==> config.mk <==
export PLATFORM = sky130hd
export DESIGN_NAME = maindec_pipe
export DESIGN_NICKNAME = d
export VERILOG_FILES = /design/src/rtl/maindec_pipe.sv
export SDC_FILE = /design/constraint.sdc
export NUM_CORES = 1
export LEC_CHECK = 0
export CORE_ASPECT_RATIO = 0.9
export CORE_MARGIN = 4
export CORE_UTILIZATION = 54
export CTS_CLUSTER_DIAMETER = 60
export DETAILED_ROUTE_END_ITERATION = 10
export PLACE_DENSITY = 0.86
export SETUP_SLACK_MARGIN = 0.05
export SLEW_MARGIN = 20
export SYNTH_ARGS = -nofsm -noshare
export SYNTH_HDL_FRONTEND = slang
export SYNTH_SLANG_ARGS = --single-unit
==> constraint.sdc <==
create_clock -name clk -period 5.4 [get_ports clk]
set_clock_uncertainty 0.2 [all_clocks]
set_input_delay 0.54 -clock clk [delete_from_list [all_inputs] [get_ports clk]]
set_output_delay 0.54 -clock clk [all_outputs]
set_load 0.01 [all_outputs]
### Wiring by layer

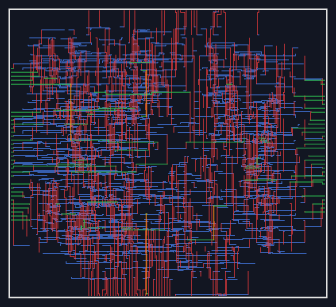
| color | layer | wire length |
|---|---|---|
| green | met3 | 621 um |
| orange | met4 | 73.4 um |
| blue | met1 | 4,910 um |
| red | met2 | 5,440 um |
via total after detailed routing: 3,799
total wire length: 11.0 mm
total routing resource utilization after global routing: 21.4%
Routed WL per cell: 16.1 um

### Clock nets

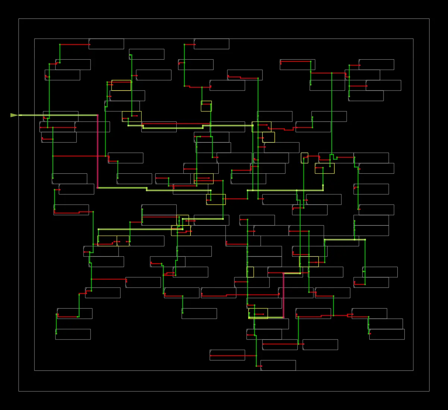
CLK BUF: 10
number of buffers created by CTS: 9
clock latency at the later pin of the worst-skew pair: 0.36 ns
total number of sequential cells: 94

### Gate families picked out

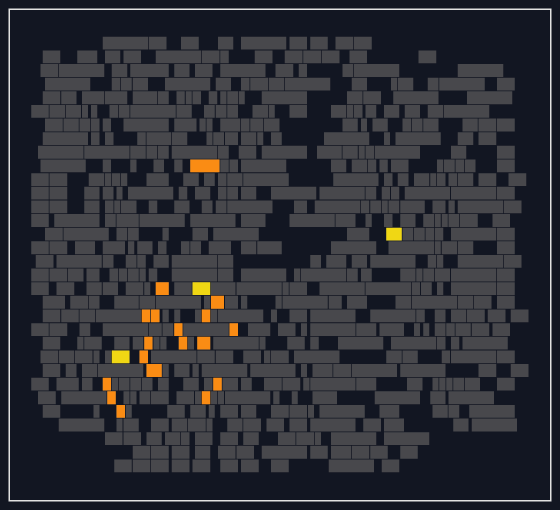
| color | family | cells |
|---|---|---|
| yellow | AND-OR and OR-AND gates | 3 |
| orange | inverting AOI/OAI gates | 18 |
leading cell type in the layout, fill and taps excluded: sky130_fd_sc_hd__clkdlybuf4s50_1
post-layout instance count excluding filler cells: 688

### Nets reached from selected ports

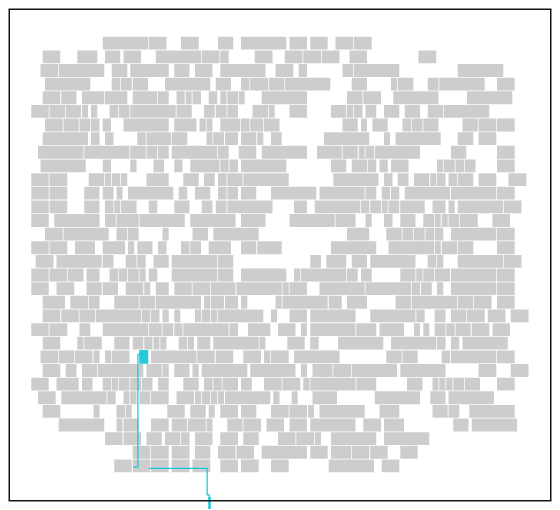
| color | port | bits | direction | end cells | buffers | wire |
|---|---|---|---|---|---|---|
| cyan | Reg2Loc | 1 | output | 1 | 1 | 41.7 um |
quantity of I/O buffers inserted on ports: 115
number of ports placed on the die boundary: 116

==> summary.txt <==
Physical design

The run finished with clean final reports. The critical path in this run is classified as in2out. The DRC violations left stands at 0. The finished design was reported to have a net count of 597. The routed design could run at a clock period as short as 3.88 ns. The synthesized net count stands at 499. In the synthesized netlist the dominant register cell turns out to be sky130_fd_sc_hd__dfrtp_1. The iteration tally of the first detailed-router pass stands at 4.

The number of cells on the critical path stands at 6. Per the OpenROAD floorplan log, the area of the die is 10,500 sq um. In this run the critical path is formed by clkdlybuf4s50_1 -> nor3b_2 -> o211a_1 -> nand2_1 -> nor2_1 -> clkdlybuf4s50_1.

The number of inserted filler cells in the final layout stands at 641. The core area stands at 8650 sq um. The buffering overhead stands at 19.2%.

Entering global routing, the biggest net connects 50 pins. The total design power stands at 0.00129 W. The clock network is responsible for 33.6% of the overall power. The die boundary width stands at 108 um. The share of the core area taken by cells at floorplan is 55.9%. The post-route netlist has 8.61% of its cells at a drive strength greater than 1. The flip-flop and latch area stands at 2350 sq um. The switching power as a share of total power stands at 25.5%. The worst setup path is captured at an output pin. The number of cells in Yosys stat stands at 466. The weighted congestion at the end of routability-driven global placement stands at 0.858.

Across all checked pins, the minimum headroom to the slew limit is 44.8%. The final antenna diode tally reported by the flow is 0. The finished layout reports a core utilization of 71.2%. The timing report attributes the biggest portion of critical-path delay to buffers and inverters. The reported max-cap violation count stands at 0.

The number of antenna violations at the first check in global routing is 0. The cell sitting at the root of the clock tree is a sky130_fd_sc_hd__clkbuf_8. For reference, the clock transition at the flip-flops on the worst setup and hold paths is 0.08 ns. The number of buffers other than clock buffers in the final layout stands at 119.

STA classifies the critical path startpoint as an input pin. The area share of the leading cell type in the synthesized netlist stands at 48.7%. Counting instances in the post-synthesis netlist gives the leading cell types as 94 x sky130_fd_sc_hd__dfrtp_1, 47 x sky130_fd_sc_hd__xor2_1, 42 x sky130_fd_sc_hd__nand2_1. In this run, power in combinational logic comes to 0.000123 W.

TritonCTS reports the number of clock sinks as 94. The tightest min-delay check is of the reg2reg type. For this run, the chip area from Yosys synthesis comes to 4830 sq um.

The synthesized design contains 0 enable-type register cells. The layout has 10 inverters outside the clock class. Counting endpoints that fail hold in the final report gives 0. The first-pass GRT wire length stands at 18.4 mm.

The final tally of setup violations stands at 0. The leakage component of the power was reported as 2.74 nW. The power of the sequential group stands at 0.000737 W. At the placement stage, the worst setup path has a slack of 1.60 ns. Looking at the max-slew report, the worst-margin pin has a slew of 0.825 ns. The wire-length estimate of the detail-placed layout is 8.29 mm.

Counting instances, the worst hold path has a depth of 2. The delay of the slowest critical-path stage stands at 0.73 ns. The largest part of the power goes to registers. Dividing the detail-routed via count by the number of cells gives 5.52.

The number of global-route vias before repair stands at 3,763. The worst endpoint required time stands at 4.66 ns. The most numerous cell type found on the critical path is sky130_fd_sc_hd__clkdlybuf4s50_1. In this run the core area contains 32 standard-cell rows.

The report lists the power per cell area as 210 nW/um^2. The peak fanout along the critical path stands at 15. The flop and latch count out of synthesis stands at 94.

Summed over the clock group, the power is 0.000435 W. Of the total power, combinational logic draws 9.5%. Cell internal power was estimated by the tool at 0.000965 W. The sequential cell fraction of total power stands at 56.9%. The sequential share of cell area stands at 38.2%.

The final setup slack of the worst path stands at 1.52 ns. The gate count after technology mapping stands at 466. The report puts the hold buffer count at CTS at 0.

The combinational gate count stands at 330. The die is 97.7 um tall. The share of synthesized area occupied by flip-flops and latches stands at 48.7%. In the final report, the number of pins over their slew limit comes to 0.
==> metrics by stage <==
step                      hold WS [ns]  cell area, sq um  std cells
after floorplan                  0.240              4830        466
after global placement           0.253              5970        672
after detailed placement         0.260              5980        672
after CTS                        0.282              6160        688
after global routing             0.305              6160        688
final                            0.279              6160        688
==> routing by layer <==
metal	up-vias	share of wire [%]	global-route usage, %
met5	-	0	0
met4	0	0.66	5.24
met3	8	5.6	5.62
met2	129	49	34.6
met1	1833	44	29.1
li1	1829	-	-
==> kinds of logic (layout without fill, tap and decap cells) <==
family          after synthesis  after routing  share of synthesized area (%)
fa+ha+maj                     2              2                          0.518
mux                          21             21                           4.61
buf+inv                      42            145                           4.89
flops                        94             94                           48.7
compound gates               21             21                           2.69
xor+xnor                     75             75                           13.6
simple gates                211            211                           25.0
Power is estimated from default activity; no workload was simulated.
